<file path="src/rtl/filter_ctrl_pkg.sv">
// filter_ctrl_pkg: shared types for the filter frame sequencer.
// Holds the state encoding and operation-unit output layout.
package filter_ctrl_pkg;

  typedef enum logic [2:0] {
    IDLE,
    CLEAR,
    RUN,
    DRAIN,
    DONE
  } state_t;

  localparam int VALID_BIT = 8;

endpackage

</file>
<file path="src/rtl/filter_pos_counter.sv">
// filter_pos_counter: column/row tracking of accepted pixels.
// Flags the last pixel of a frame and window-border pixels.
module filter_pos_counter #(
  parameter int Ope_Size    = 3,
  parameter int Width_Bits  = 11,
  parameter int Height_Bits = 11
) (
  input  logic                   clk,
  input  logic                   rst,
  input  logic                   clr,
  input  logic                   step,
  input  logic [Width_Bits-1:0]  img_width,
  input  logic [Height_Bits-1:0] img_height,
  output logic [Width_Bits-1:0]  col,
  output logic [Height_Bits-1:0] row,
  output logic                   last,
  output logic                   border
);

  localparam logic [31:0] M = 32'(Ope_Size / 2);

  logic        col_end;
  logic [31:0] col32;
  logic [31:0] row32;
  logic [31:0] w32;
  logic [31:0] h32;

  assign col_end = (col == img_width - Width_Bits'(1));
  assign last    = col_end &&
                   (row == img_height - Height_Bits'(1));

  assign col32 = 32'(col);
  assign row32 = 32'(row);
  assign w32   = 32'(img_width);
  assign h32   = 32'(img_height);

  // "pos > dim-1-M" rewritten as "pos+M+1 > dim" so zero dims cannot underflow
  assign border = (col32 < M) ||
                  (col32 + M + 32'd1 > w32) ||
                  (row32 < M) ||
                  (row32 + M + 32'd1 > h32);

  // advance raster position on each accepted pixel
  always_ff @(posedge clk) begin
    if (rst || clr) begin
      col <= '0;
      row <= '0;
    end else if (step) begin
      if (col_end) begin
        col <= '0;
        row <= row + Height_Bits'(1);
      end else begin
        col <= col + Width_Bits'(1);
      end
    end
  end

endmodule

</file>
<file path="src/rtl/filter_frame_ctrl.sv">
// filter_frame_ctrl: frame sequencer for the sliding-window filter.
// FILTER_CTRL_TIMEOUT_EN enables the DRAIN idle-output timeout.
module filter_frame_ctrl
  import filter_ctrl_pkg::*;
#(
  parameter int Ope_Size      = 3,
  parameter int Width_Bits    = 11,
  parameter int Height_Bits   = 11,
  parameter int Flush_Cycles  = 4,
  parameter int Drain_Timeout = 1024
) (
  input  logic                              clk,
  input  logic                              rst,
  input  logic                              start,
  input  logic [Width_Bits-1:0]             img_width,
  input  logic [Height_Bits-1:0]            img_height,
  input  logic                              pix_in_valid,
  output logic                              pix_in_ready,
  input  logic [8:0]                        ope_out,
  output logic                              reflesh,
  output logic [Width_Bits-1:0]             cur_col,
  output logic [Height_Bits-1:0]            cur_row,
  output logic                              border,
  output logic [Width_Bits+Height_Bits-1:0] out_count,
  output logic                              busy,
  output logic                              done,
  output logic                              err
);

  localparam int CW = Width_Bits + Height_Bits;
  localparam int FW = $clog2(Flush_Cycles + 1);

  state_t                 state;
  state_t                 state_n;
  logic [Width_Bits-1:0]  w_q;
  logic [Width_Bits-1:0]  w_n;
  logic [Height_Bits-1:0] h_q;
  logic [Height_Bits-1:0] h_n;
  logic [FW-1:0]          flush_q;
  logic [FW-1:0]          flush_n;
  logic [CW-1:0]          cnt_n;
  logic [CW-1:0]          target;
  logic                   err_n;
  logic                   clr;
  logic                   step;
  logic                   last;
  logic                   res_vld;
  logic [7:0]             unused_pix;

  assign res_vld    = ope_out[VALID_BIT];
  assign unused_pix = ope_out[7:0];
  assign target     = CW'(w_q) * CW'(h_q);
  assign step       = pix_in_valid & pix_in_ready;

`ifdef FILTER_CTRL_TIMEOUT_EN
  localparam int TW = $clog2(Drain_Timeout + 1);
  logic [TW-1:0] tmo_q;
  logic [TW-1:0] tmo_n;
`else
  localparam int unused_tmo = Drain_Timeout;
`endif

  filter_pos_counter #(
    .Ope_Size    (Ope_Size),
    .Width_Bits  (Width_Bits),
    .Height_Bits (Height_Bits)
  ) u_pos (
    .clk        (clk),
    .rst        (rst),
    .clr        (clr),
    .step       (step),
    .img_width  (w_q),
    .img_height (h_q),
    .col        (cur_col),
    .row        (cur_row),
    .last       (last),
    .border     (border)
  );

  // next-state, counter and flag updates
  always_comb begin
    state_n = state;
    w_n     = w_q;
    h_n     = h_q;
    flush_n = flush_q;
    cnt_n   = out_count;
    err_n   = err;
    clr     = 1'b0;
`ifdef FILTER_CTRL_TIMEOUT_EN
    tmo_n   = tmo_q;
`endif
    if (res_vld && (state == RUN || state == DRAIN))
      cnt_n = out_count + CW'(1);
    unique case (state)
      IDLE: begin
        if (start) begin
          w_n     = img_width;
          h_n     = img_height;
          clr     = 1'b1;
          cnt_n   = '0;
          err_n   = 1'b0;
          flush_n = '0;
          if (img_width == '0 || img_height == '0) begin
            err_n   = 1'b1;
            state_n = DONE;
          end else begin
            state_n = CLEAR;
          end
        end
      end
      CLEAR: begin
        if (flush_q == FW'(Flush_Cycles - 1))
          state_n = RUN;
        else
          flush_n = flush_q + FW'(1);
      end
      RUN: begin
`ifdef FILTER_CTRL_TIMEOUT_EN
        tmo_n = '0;
`endif
        if (step && last)
          state_n = DRAIN;
      end
      DRAIN: begin
        if (cnt_n == target)
          state_n = DONE;
`ifdef FILTER_CTRL_TIMEOUT_EN
        else if (res_vld)
          tmo_n = '0;
        else if (tmo_q == TW'(Drain_Timeout - 1)) begin
          err_n   = 1'b1;
          state_n = DONE;
        end else
          tmo_n = tmo_q + TW'(1);
`endif
      end
      DONE:    state_n = IDLE;
      default: state_n = IDLE;
    endcase
  end

  // state register and registered outputs
  always_ff @(posedge clk) begin
    if (rst) begin
      state        <= IDLE;
      w_q          <= '0;
      h_q          <= '0;
      flush_q      <= '0;
      out_count    <= '0;
      err          <= 1'b0;
      pix_in_ready <= 1'b0;
      reflesh      <= 1'b0;
      busy         <= 1'b0;
      done         <= 1'b0;
    end else begin
      state        <= state_n;
      w_q          <= w_n;
      h_q          <= h_n;
      flush_q      <= flush_n;
      out_count    <= cnt_n;
      err          <= err_n;
      pix_in_ready <= (state_n == RUN);
      reflesh      <= (state_n == CLEAR);
      busy         <= (state_n != IDLE);
      done         <= (state_n == DONE);
    end
  end

`ifdef FILTER_CTRL_TIMEOUT_EN
  // consecutive idle-output cycles while draining
  always_ff @(posedge clk) begin
    if (rst)
      tmo_q <= '0;
    else
      tmo_q <= tmo_n;
  end
`endif

endmodule

</file>
<file path="config.mk">
export PLATFORM = sky130hd
export DESIGN_NAME = filter_frame_ctrl
export DESIGN_NICKNAME = d
export VERILOG_FILES = /design/src/rtl/filter_ctrl_pkg.sv /design/src/rtl/filter_pos_counter.sv /design/src/rtl/filter_frame_ctrl.sv
export SDC_FILE = /design/constraint.sdc
export NUM_CORES = 1
export LEC_CHECK = 0
export CORE_MARGIN = 1
export CORE_UTILIZATION = 60
export DETAILED_ROUTE_END_ITERATION = 12
export PLACE_DENSITY = 0.83
export SETUP_SLACK_MARGIN = 0.2
export SYNTH_ARGS = -nofsm -noshare
export SYNTH_HDL_FRONTEND = slang
export SYNTH_SLANG_ARGS = --single-unit
</file>
<file path="constraint.sdc">
create_clock -name clk -period 8 [get_ports clk]
set_input_delay 1.6 -clock clk [delete_from_list [all_inputs] [get_ports clk]]
set_output_delay 1.6 -clock clk [all_outputs]
set_load 0.02 [all_outputs]
</file>
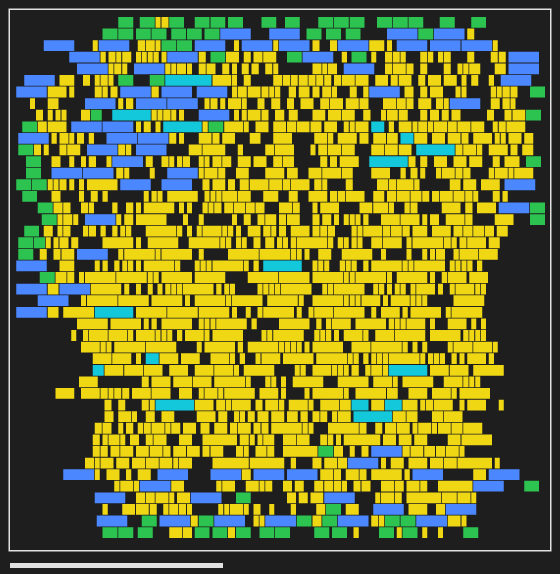
*Placed cells, one colour a class*
Scale bar: 50 um.
Key: flops = blue [cells 77, share of their area 15%]; other buffers and delay cells = green [cells 78, share of their area 7.6%]; clock drivers and dummy loads = cyan [cells 16, share of their area 3.1%]; all other logic = yellow [cells 1036, share of their area 74%]

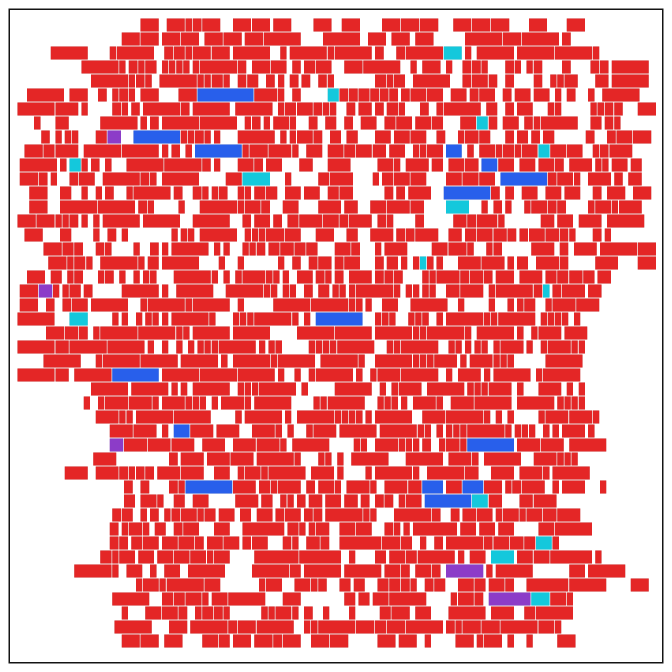
*Sizing map*
Key: drive 6 and up = blue [cells 15]; drive 2 = cyan [cells 14]; drive 3 to 4 = purple [cells 5]; drive 1 or less = red [cells 1173]

==> results.py <==
# Flow results
metrics = {
    "sta": {
        "whs_ns": 0.470,
    },
    "synth": {
        "simple_gate_share_pct": 22.6,
        "synth-adder-area-share_pct": 29.8,
        "topCellsByArea": "fa_1, dfxtp_1, ha_1",
        "flop_cell": "dfxtp_1",
        "yosys.stat.seqShare_pct": 16.5,
    },
    "clocking": {
        "cts.sinks": 77,
        "clk_latency_ns": 0.36,
        "cts_tree": "yes",
        "ctsResizeCount": 0,
        "postCtsSetupRepairBufs": 0,
    },
    "pwr": {
        "clkPwrFrac_pct": 39.6,
        "total_power_mw": 1.12,
    },
    "route": {
        "wl_met1_um": 9800,
    },
    "status": {
        "outcome": "complete, no violations",
    },
    "floorplanning": {
        "fp.dieW_um": 127,
        "io_pins": 85,
        "core_mm2": 0.0152,
    },
    "min_path": {
        "holdPathEnd": "flush_q[2]",
        "min-delay-start": "flush_q[2]",
    },
    "setup_path": {
        "cp_cell_sequence": "nand2_1 -> fa_1 -> fa_1 -> fa_1 -> fa_1 -> fa_1 -> inv_1 -> ha_1 -> a2111oi_0 -> o21a_1 -> a21oi_1 -> a21oi_1 -> xnor3_1 -> nand3_1 -> nor4_1 -> nand4_1 -> nor3_2 -> o21a_1",
    },
    "grt": {
        "grtUsageTotal_pct": 30.7,
        "grt_util_met3_pct": 6.20,
        "grt_pass1_vias": 8056,
        "overflow": 0,
    },
}
-- cell usage in the layout (no fill, tap or decap), types with 44 or more instances in the layout --
cell               n
nand2_1          155
fa_1              80
nor2_1           128
ha_1              94
xnor2_1           66
xor2_1            45
dfxtp_1           77
a21oi_1           71
inv_1            118
clkdlybuf4s50_1   76
nand3_1           44
-- critical path: cells and delay by family, from the launching register on --
family	cells	cell delay, ns
buffers and inverters	1	0.04
AOI/OAI and AO/OA	5	1.35
adders and majority gates	6	3.00
DFF	1	0.79
and+or+nand+nor	5	0.96
xor gates and xnor gates	1	0.29
-- area by class of cell --
cell class	count	area [um^2]	area share [%]
clock inverter	7	86.3	0.831
multi-input combinational	914	7070	68.0
sequential	77	1540	14.8
inverter	122	458	4.41
clock buffer	9	225	2.17
timing repair buffer	78	776	7.46
tap	188	235	2.26
Power figures rest on the tool's default switching activity, not on a simulated workload.
